## src/rtl/adc_if_seq.sv

```systemverilog
// Sequencer for the external 8-bit parallel ADC: paces conversions, drives the
// convst/cs/rd strobes, captures the result and hands it to the filter core.
module adc_if_seq #(
    parameter int SAMPLE_PERIOD = 16,
    parameter int CONVST_W      = 2,
    parameter int RD_W          = 3,
    parameter int EOC_TIMEOUT   = 20,
    parameter int DATA_W        = 8
) (
    input  logic              CLK,
    input  logic              RESET,
    input  logic              ADC_Eoc,
    input  logic [DATA_W-1:0] ADC_Data,
    output logic              ADC_Convst,
    output logic              ADC_cs,
    output logic              ADC_Rd,
    output logic [DATA_W-1:0] Sample_Out,
    output logic              Sample_Valid,
    output logic              Busy,
    output logic              Timeout_Err,
    output logic              Overrun
);

    localparam int CNT_W  = $clog2(SAMPLE_PERIOD) + 1;
    localparam int PH_MAX = (EOC_TIMEOUT > CONVST_W) ?
                            ((EOC_TIMEOUT > RD_W) ? EOC_TIMEOUT : RD_W) :
                            ((CONVST_W > RD_W) ? CONVST_W : RD_W);
    localparam int PH_W   = $clog2(PH_MAX) + 1;

    localparam logic [CNT_W-1:0] CNT_LAST    = CNT_W'(SAMPLE_PERIOD - 1);
    localparam logic [PH_W-1:0]  CONVST_LAST = PH_W'(CONVST_W - 1);
    localparam logic [PH_W-1:0]  RD_LAST     = PH_W'(RD_W - 1);
    localparam logic [PH_W-1:0]  EOC_LAST    = PH_W'(EOC_TIMEOUT - 1);

    typedef enum logic [1:0] {
        S_IDLE,
        S_CONVST,
        S_WAIT_EOC,
        S_READ
    } state_t;

    state_t           state_q;
    state_t           state_n;
    logic [CNT_W-1:0] cnt_q;
    logic [PH_W-1:0]  ph_q;
    logic [PH_W-1:0]  ph_n;
    logic             eoc_p0;
    logic             eoc_p1;
    logic             eoc_p2;
    logic             tick;
    logic             eoc_fall;
    logic             to_abort;
    logic             capture;

    assign tick     = (cnt_q == CNT_LAST);
    // eoc_p1 is the synchronised level; eoc_p2 only exists to find its falling edge
    assign eoc_fall = eoc_p2 & ~eoc_p1;

    // ph_q counts cycles spent in the current state and restarts on every transition
    always_comb begin
        state_n  = state_q;
        ph_n     = ph_q + 1'b1;
        to_abort = 1'b0;
        capture  = 1'b0;
        unique case (state_q)
            S_IDLE: begin
                ph_n = '0;
                if (tick) begin
                    state_n = S_CONVST;
                end
            end
            S_CONVST: begin
                if (ph_q == CONVST_LAST) begin
                    state_n = S_WAIT_EOC;
                    ph_n    = '0;
                end
            end
            S_WAIT_EOC: begin
                if (eoc_fall) begin
                    state_n = S_READ;
                    ph_n    = '0;
                end else if (ph_q == EOC_LAST) begin
                    state_n  = S_IDLE;
                    ph_n     = '0;
                    to_abort = 1'b1;
                end
            end
            S_READ: begin
                if (ph_q == RD_LAST) begin
                    state_n = S_IDLE;
                    ph_n    = '0;
                    capture = 1'b1;
                end
            end
            default: begin
                state_n = S_IDLE;
                ph_n    = '0;
            end
        endcase
    end

    // strobes are decoded from the next state so they line up with the state register
    always_ff @(posedge CLK) begin
        if (!RESET) begin
            state_q      <= S_IDLE;
            ph_q         <= '0;
            cnt_q        <= '0;
            eoc_p0       <= 1'b1;
            eoc_p1       <= 1'b1;
            eoc_p2       <= 1'b1;
            ADC_Convst   <= 1'b1;
            ADC_cs       <= 1'b1;
            ADC_Rd       <= 1'b1;
            Sample_Out   <= '0;
            Sample_Valid <= 1'b0;
            Busy         <= 1'b0;
            Timeout_Err  <= 1'b0;
            Overrun      <= 1'b0;
        end else begin
            cnt_q        <= tick ? '0 : cnt_q + 1'b1;
            eoc_p0       <= ADC_Eoc;
            eoc_p1       <= eoc_p0;
            eoc_p2       <= eoc_p1;
            state_q      <= state_n;
            ph_q         <= ph_n;
            ADC_Convst   <= (state_n != S_CONVST);
            ADC_cs       <= (state_n != S_READ);
            ADC_Rd       <= (state_n != S_READ);
            Busy         <= (state_n != S_IDLE);
            Timeout_Err  <= to_abort;
            Overrun      <= tick && (state_q != S_IDLE);
            Sample_Valid <= capture;
            if (capture) begin
                Sample_Out <= ADC_Data;
            end
        end
    end

endmodule
```

## config.mk

```make
export PLATFORM = sky130hd
export DESIGN_NAME = adc_if_seq
export DESIGN_NICKNAME = d
export VERILOG_FILES = /design/src/rtl/adc_if_seq.sv
export SDC_FILE = /design/constraint.sdc
export NUM_CORES = 1
export LEC_CHECK = 0
export ABC_AREA = 1
export ABC_CLOCK_PERIOD_IN_PS = 1300
export CORE_MARGIN = 2
export CORE_UTILIZATION = 44
export CTS_CLUSTER_SIZE = 14
export DETAILED_ROUTE_END_ITERATION = 7
export PLACE_DENSITY = 0.82
export SYNTH_ARGS = -nofsm -noshare
export SYNTH_HDL_FRONTEND = slang
export SYNTH_SLANG_ARGS = --single-unit
```

## constraint.sdc

```tcl
create_clock -name CLK -period 1.3 [get_ports CLK]
set_input_delay 0.13 -clock CLK [delete_from_list [all_inputs] [get_ports CLK]]
set_output_delay 0.13 -clock CLK [all_outputs]
set_load 0.02 [all_outputs]
```

run_1/m1.png
The bar under the picture is 20 µm long.
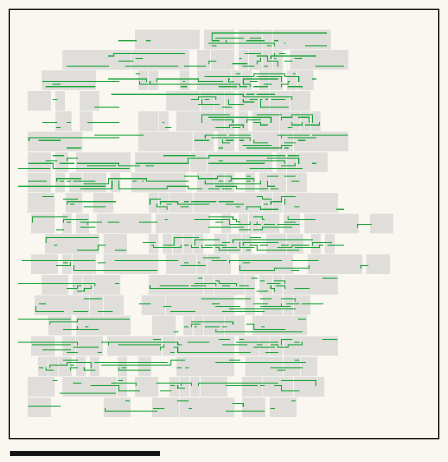
longest straight run: 17.5 µm
share of all routed wire: 42%
wire length on this layer: 1170 µm
nets with wire on the layer: 186

run_1/m2.png
The bar under the picture is 20 µm long.
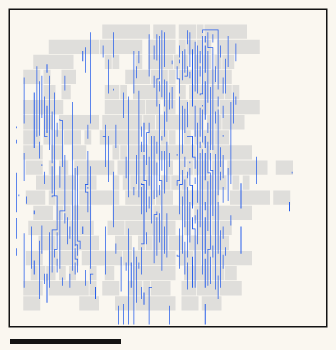
longest straight run: 30.3 µm
share of all routed wire: 51%
wire length on this layer: 1420 µm

==> impl_metrics.toml, run 1 <==
# synthesis and place-and-route metrics
[synth]
ys_warn_count = 0
async_flop_share_pct = 0
syn_area_um2 = 1230
ys_ff = 30
ys_seq_share_pct = 48.7
synth-edff-count = 0
flop_cell = "dfxtp_1"
ys_chip_area_um2 = 1230
area_leaders = "dfxtp_1, nor2_1, inv_1, nand2_1, ha_1"
top_cells_by_count = "nor2_1, dfxtp_1, inv_1, nand2_1, nand3_1"
most_common_cell = "nor2_1"

[cts]
clock_path_buffers = 2
htree_levels = 2

[job]
cap_violations = 0
warning_count = 29

[layout]
layout-drive-gt1-share_pct = 25.9
finish.utilization_pct = 63.1
syn_to_final_growth_pct = 38.5
finalNetCount = 204
fin_area_um2 = 1710
fillers = 230

[worst_setup_path]
cp-end-kind = "flip-flop"
crit_type = "flip-flop to flip-flop"
cp-start-kind = "flip-flop"
rr_worst_depth = 9
required_ps = 1530

[floorplan]
die_y_um = 57.0
fp-utilization_pct = 45.5
io_pins = 26

[grt]
grt_usage_pct = 17.6
antenna_found_initial = 0
globalRouteOverflowTotal = 0
grt_max_degree = 12
grt_pass1_wl_um = 4460

[place]
port-buffer-count = 25
placed_cell_area_um2 = 1550

[routing]
via_count = 1090
ant_nets = 0
via_per_inst = 4.95
wirelength_um = 2760

[pwr]
p_per_area_nw_per_um2 = 946
power_leakage_nw = 0.830
vdd_drop_max_uv = 782
p_total_mw = 1.62

[timing]
fmax_ghz = 0.773
finalCriticalPeriod_ps = 1290
maxSlewViolCount = 0
finalWorstSetupSlack_ps = 6.32

[run_status]
outcome = "complete, no violations"
run_1/m3.png
The bar under the picture is 20 µm long.
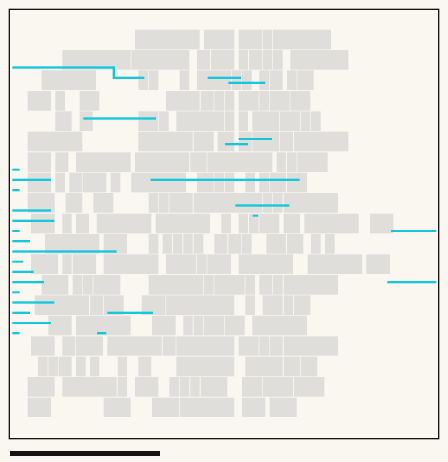
main direction: horizontal
share of all routed wire: 5.2%
longest straight run: 19.5 µm

run 1: placed cells by master, fill, tap and decap left out, types with 5 or more instances in the layout:
cell type	count
dfxtp_2	5
clkbuf_4	5
dfxtp_1	23
dlygate4sd2_1	15
nor2_1	33
o21ai_1	7
clkdlybuf4s50_1	10
nand2_1	14
buf_4	7
inv_1	16
nand3_1	7
run 1: power by group:
group | internal (mW) | total [mW] | switching (mW)
registers | 0.927 | 0.937 | 0.00972
logic | 0.0481 | 0.0778 | 0.0297
clock network | 0.260 | 0.603 | 0.343
total | 1.23 | 1.62 | 0.383
run 1: metrics by stage:
stage / std cells / hold slack [ps]
2_1_floorplan: 151 / 237
3_3_place_gp: 210 / 407
3_5_place_dp: 210 / 413
4_1_cts: 219 / 355
5_1_grt: 220 / 340
6_report: 220 / 356
run 1: sequential cells by signal, summed over array words and instances, names as in the netlist:
| name | count |
|---|---|
| state_q | 2 |
| ADC_Rd | 1 |
| Timeout_Err | 1 |
| eoc_p0 | 1 |
| Sample_Out | 8 |
| Overrun | 1 |
| cnt_q | 5 |
| ADC_Convst | 1 |
| Busy | 1 |
| eoc_p2 | 1 |
| eoc_p1 | 1 |
| Sample_Valid | 1 |
| ph_q | 6 |
run 1: repair_timing:
action                     4_1_cts  5_1_grt
pin swaps                        6        4
setup endpoints to repair       20       24
setup buffers                    1        1
resized                         29       18
run 1: worst max-delay path, stage by stage (launching register included):
cell     delay, ps
dfxtp_2        370
ha_4           160
nand2_4         60
nor2_4         110
ha_4           160
inv_4           50
a21oi_2        100
nand2_1         80
inv_2           60
nand2_1         40
run 1: cell type report:
class | count | area (µm²) | area share, %
Multi-Input combinational cell | 99 | 626 | 36.6
Sequential cell | 30 | 614 | 35.9
Timing Repair Buffer | 32 | 284 | 16.6
Inverter | 20 | 82.6 | 4.83
Clock buffer | 6 | 51.3 | 3.00
Tap cell | 31 | 38.8 | 2.27
Clock inverter | 2 | 12.5 | 0.732
run 1: path summary, 6_finish.rpt:
check / start / slack (ps) / end
worst max-delay path: cnt_q[1] / 6 / ADC_Convst
worst min-delay path: ADC_Eoc / 360 / eoc_p0
worst max register to register: cnt_q[1] / 6 / ADC_Convst
worst min register to register: eoc_p0 / 430 / eoc_p1
run 1: logic make-up after synthesis:
group | Yosys count | synth area share [%]
simple gates | 78 | 31.2
flops | 30 | 48.7
buf+inv | 22 | 7.20
compound gates | 14 | 6.39
fa+ha+maj | 5 | 5.07
xor+xnor | 2 | 1.42
run 1: per-layer routing:
metal | vias to the layer above | global-route usage (%) | share of wire (%) | routed length [µm]
met5 | - | 0 | 0 | 0
met2 | 36 | 30.0 | 51 | 1420
met1 | 502 | 21.0 | 42 | 1170
met3 | 5 | 5.22 | 5.2 | 142
met4 | 0 | 6.64 | 1.1 | 30
li1 | 547 | - | - | -
run_1/congestion_map.png
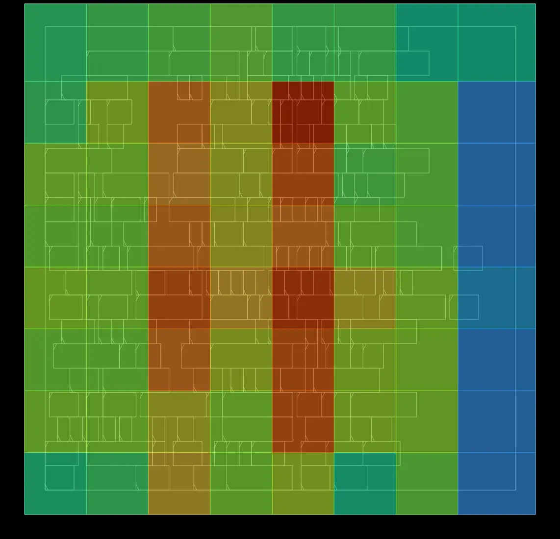

--- run 2 (diff from run 1) ---
--- a/config.mk
+++ b/config.mk
@@ -6,12 +6,13 @@
 export NUM_CORES = 1
 export LEC_CHECK = 0
 export ABC_AREA = 1
-export ABC_CLOCK_PERIOD_IN_PS = 1300
+export ABC_CLOCK_PERIOD_IN_PS = 1060
 export CORE_MARGIN = 2
 export CORE_UTILIZATION = 44
 export CTS_CLUSTER_SIZE = 14
 export DETAILED_ROUTE_END_ITERATION = 7
 export PLACE_DENSITY = 0.82
+export SKIP_LAST_GASP = 1
 export SYNTH_ARGS = -nofsm -noshare
 export SYNTH_HDL_FRONTEND = slang
 export SYNTH_SLANG_ARGS = --single-unit
==> constraint.sdc (replaced) <==
create_clock -name CLK -period 1.06 [get_ports CLK]
set_input_delay 0.106 -clock CLK [delete_from_list [all_inputs] [get_ports CLK]]
set_output_delay 0.106 -clock CLK [all_outputs]
set_load 0.02 [all_outputs]
run_2/congestion_map.png
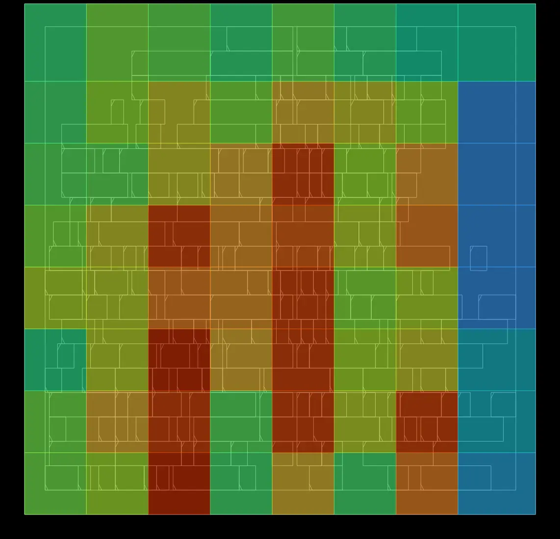
grt peak-use layer: met2
met3 global-route usage: 7.26%

run_2/m2.png
The bar under the picture is 20 µm long.
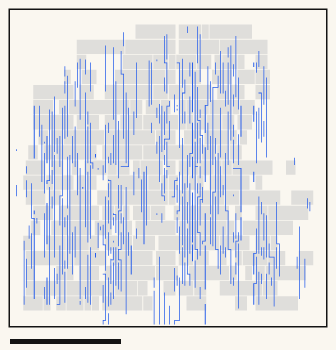
longest straight run: 24.1 µm
nets with wire on the layer: 198
wire length on this layer: 1700 µm
share of all routed wire: 52%

==> impl_metrics.toml, run 2 <==
# synthesis and place-and-route metrics
[run_status]
outcome = "complete, but fails checks"
violations = "negative setup slack"

[hold_path]
min_from = "ADC_Eoc"

[cts]
htree_levels = 2
clock_path_buffers = 2

[timing]
finalWorstSetupSlack_ps = -229
setup_viol = 26
maxSlewViolCount = 0

[synth]
top_cells_by_count = "nor2_1, dfxtp_1, inv_1, nand2_1, nand3_1"
adder_share_pct = 5.07
xor_share_pct = 1.42

[worst_setup_path]
crit_family = "flip-flops"
critPathMaxStageDelay_ps = 350
r2r_slack_ps = -230
rr_worst_depth = 8
worst-path-buf-inv = 1

[layout]
largest_reg_flops = 8
fillers = 182

[pwr]
power_leakage_nw = 0.906
p_total_mw = 2.37
vdd_drop_max_uv = 1080

[grt]
grt_usage_pct = 21.1
grt_pass1_wl_um = 5200
antenna_found_initial = 0

[routing]
via_count = 1207
run_2/pinout.png
The bar under the picture is 20 µm long. Pins as bars across the die edge, other pins in gray.
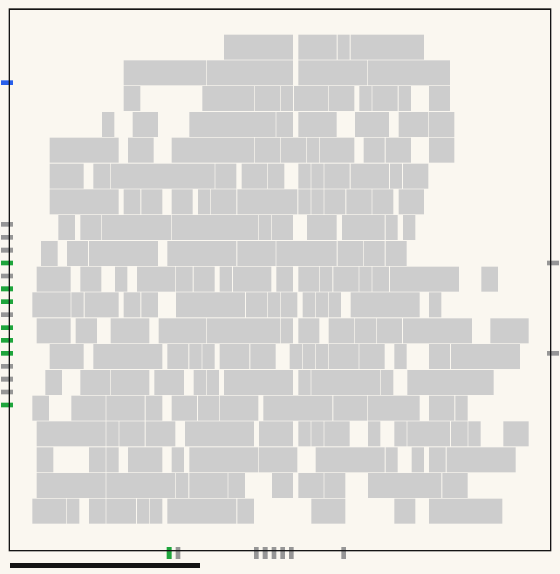
[blue] CLK | pins: 1 | direction: input | edge: left
[green] ADC_Data | pins: 8 | direction: input | edge: 7 left, 1 bottom

run 2: cell counts after synthesis:
Identical to the previous run, type by type.
run 2: cell families (layout without fill, tap and decap cells):
logic type | after synthesis | in the layout
AND/OR/NAND/NOR | 78 | 79
flip-flops | 30 | 30
buffers and inverters | 22 | 78
AND-OR/OR-AND | 14 | 14
adder cells (fa/ha/maj) | 5 | 5
XOR/XNOR | 2 | 2
run 2: worst reg2reg max path: cells and delay by family, from the launching register on:
family | cells | cell delay [ps]
flip-flops | 1 | 350
buffers and inverters | 1 | 80
AND/OR/NAND/NOR | 3 | 210
adder cells (fa/ha/maj) | 2 | 340
AND-OR/OR-AND | 2 | 270
run 2: routing by layer:
metal | GRT usage [%] | vias to the layer above
met2 | 37.9 | 37
met4 | 9.97 | 0
li1 | - | 591
met3 | 7.26 | 10
met1 | 21.7 | 569
met5 | 0 | -
run 2: worst max-delay path by stage:
stage	from	end	cells after the start
after floorplan	cnt_q[1]	ADC_Convst	9
after global placement	cnt_q[1]	ADC_Convst	9
after detailed placement	cnt_q[1]	ADC_Convst	9
after CTS	cnt_q[1]	ADC_Convst	9
after global routing	cnt_q[1]	ADC_Convst	9
final	cnt_q[1]	cnt_q[3]	8
run 2: repair_timing:
action,4_1_cts,5_1_grt
pin swaps,7,16
gates cloned,2,0
setup buffers,6,3
setup endpoints to repair,42,40
resized,62,35
run 2: final cells by class:
cell class                 instances  area [µm²]  share of cell area [%]
multi-input combinational        100         727                    37.0
sequential                        30         617                    31.4
timing repair buffer              49         385                    19.6
inverter                          20        82.6                    4.21
clock buffer                       7        76.3                    3.89
tap                               31        38.8                    1.98
clock inverter                     1        30.0                    1.53
timing repair inverter             1        6.26                   0.319
run 2: where the power goes:
group / switching, mW / internal, mW
combinational: 0.0425 / 0.0639
sequential: 0.0110 / 1.13
clock: 0.413 / 0.704
run 2: per-stage QoR:
step / cell area, µm² / hold WS [ps] / setup TNS (ps) / util [%]
after detailed placement: 1690 / 411 / -3210 / 62.5
after floorplan: 1300 / 213 / -684 / -
final: 1960 / 344 / -3460 / 72.4
after global placement: 1690 / 398 / -2440 / 62.5
after CTS: 1940 / 336 / -3170 / 71.7
after global routing: 1960 / 366 / -5130 / 72.4
--- run 3 (diff from run 2) ---
--- a/config.mk
+++ b/config.mk
@@ -11,6 +11,7 @@
 export CORE_UTILIZATION = 44
 export CTS_CLUSTER_SIZE = 14
 export DETAILED_ROUTE_END_ITERATION = 7
+export GPL_TIMING_DRIVEN = 1
 export PLACE_DENSITY = 0.82
 export SKIP_LAST_GASP = 1
 export SYNTH_ARGS = -nofsm -noshare
run_3/m2.png
The bar under the picture is 20 µm long.
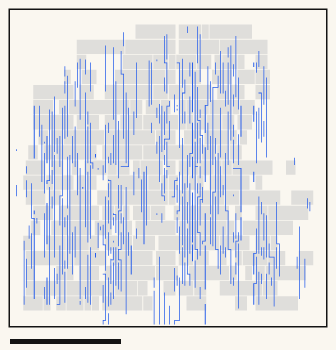
longest straight run: 24.1 µm
nets with wire on the layer: 198

run_3/pinout.png
The bar under the picture is 20 µm long. Pins as bars across the die edge, other pins in gray.
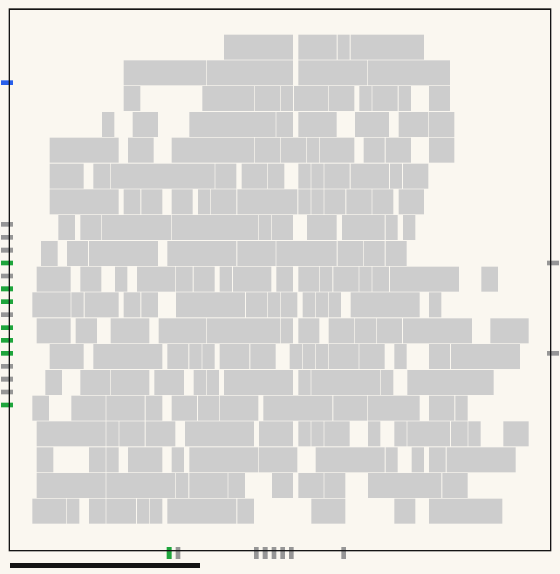
[blue] CLK | pins: 1 | direction: input | edge: left
[green] ADC_Data | pins: 8 | direction: input | edge: 7 left, 1 bottom
all pins by edge: 16 left, 8 bottom, 2 right

run_3/m3.png
The bar under the picture is 20 µm long.
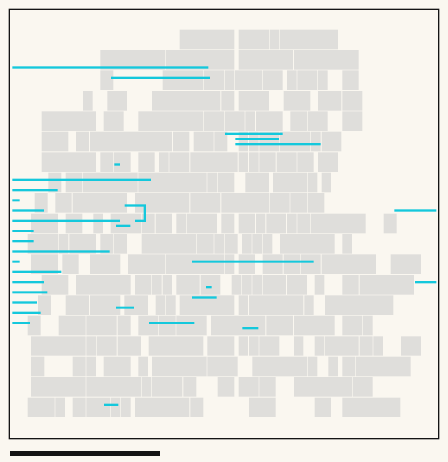
WL final: 3260 µm
Vias: 1207

==> impl_metrics.toml, run 3 <==
# synthesis and place-and-route metrics
[hold_path]
min_from = "ADC_Eoc"

[worst_setup_path]
worst-path-buf-inv = 1
cp_common_cell = "nand2_2"
crit_chain = "ha_4 > nand2_2 > nor2_2 > ha_2 > inv_2 > nand2_2 > o21bai_1 > a21oi_1"
crit_path_start = "cnt_q[1]"
cp-start-kind = "flip-flop"
r2r_start = "cnt_q[1]"
crit_slowest_cell = "dfxtp_2"
crit_type = "flip-flop to flip-flop"
critPathMaxStageDelay_ps = 350

[job]
warning_count = 31

[layout]
layout-drive-gt1-share_pct = 51.0
reg_top3 = "Sample_Out (8), ph_q (6), cnt_q (5)"
fin_cells = 239
regArea_um2 = 617
largest_reg_flops = 8
syn_to_final_growth_pct = 59.1
final_cell_mix = "dfxtp_1, nor2_1, buf_4"
area.combinational_um2 = 727

[synth]
ys_chip_area_um2 = 1230
synth-edff-count = 0
top_cells_by_count = "nor2_1, dfxtp_1, inv_1, nand2_1, nand3_1"
ys_ff = 30
ys_warn_count = 0
most_common_cell = "nor2_1"
area_leaders = "dfxtp_1, nor2_1, inv_1, nand2_1, ha_1"
syn_area_um2 = 1230
ys_seq_share_pct = 48.7
async_flop_share_pct = 0

[run_status]
outcome = "complete, but fails checks"
violations = "negative setup slack"

[timing]
finalWorstSetupSlack_ps = -229
finalCriticalPeriod_ps = 1290
hold_ws_ps = 344
setup_tns_ps = -3460
setup_viol = 26

[grt]
globalRouteOverflowTotal = 0
grt_pass1_wl_um = 5200
grt_max_degree = 12
grt_usage_pct = 21.1

[pwr]
p_total_mw = 2.37
p_per_area_nw_per_um2 = 1210

[place]
placed_cells_incl_taps = 220
placed_cell_area_um2 = 1690

[floorplan]
fp-utilization_pct = 45.5
die_y_um = 57.0

[cts]
htree_levels = 2
clock_path_buffers = 2
==> run 3: cell counts after synthesis <==
Identical to the previous run, type by type.
==> run 3: cell families after synthesis <==
family                     Yosys count  share of synthesized area [%]
xor gates and xnor gates             2                           1.42
AOI/OAI and AO/OA                   14                           6.39
DFF                                 30                           48.7
adders and majority gates            5                           5.07
buffers and inverters               22                           7.20
and+or+nand+nor                     78                           31.2
==> run 3: path summary, 6_finish.rpt <==
kind | cells past startpoint | to | slack [ps]
max | 8 | cnt_q[3] | -230
min | 2 | eoc_p0 | 340
max reg2reg | 8 | cnt_q[3] | -230
min reg2reg | 1 | eoc_p1 | 440
==> run 3: repair_timing <==
item | CTS | global route
cloned | 2 | 0
hold buffers | 0 | 0
setup endpoints to repair | 42 | 40
setup buffers | 6 | 3
pin swaps | 7 | 16
gates resized | 62 | 35
==> run 3: worst reg2reg max path, cell delays in order (launching register included) <==
cell	delay (ps)
dfxtp_2	350
ha_4	160
nand2_2	70
nor2_2	40
ha_2	180
inv_2	80
nand2_2	100
o21bai_1	170
a21oi_1	100
==> run 3: final cells by class <==
class                   count  area share (%)
clock buffers               7            3.89
clock inverters             1            1.53
inverters                  20            4.21
multi-input cells         100            37.0
flip-flops and latches     30            31.4
well taps                  31            1.98
repair buffers             49            19.6
repair inverters            1           0.319
==> run 3: per-layer routing <==
layer / vias to the layer above / global-route usage [%] / routed length [µm]
met5: - / 0 / 0
met4: 0 / 9.97 / 93
met3: 10 / 7.26 / 192
met2: 37 / 37.9 / 1700
met1: 569 / 21.7 / 1280
li1: 591 / - / -
==> run 3: report_power, final <==
| group | internal, mW | total [mW] | switching [mW] |
|---|---|---|---|
| logic | 0.0639 | 0.106 | 0.0425 |
| registers | 1.13 | 1.15 | 0.0110 |
| clock network | 0.704 | 1.12 | 0.413 |
| total | 1.90 | 2.37 | 0.467 |
Power and IR drop assume default switching activity.
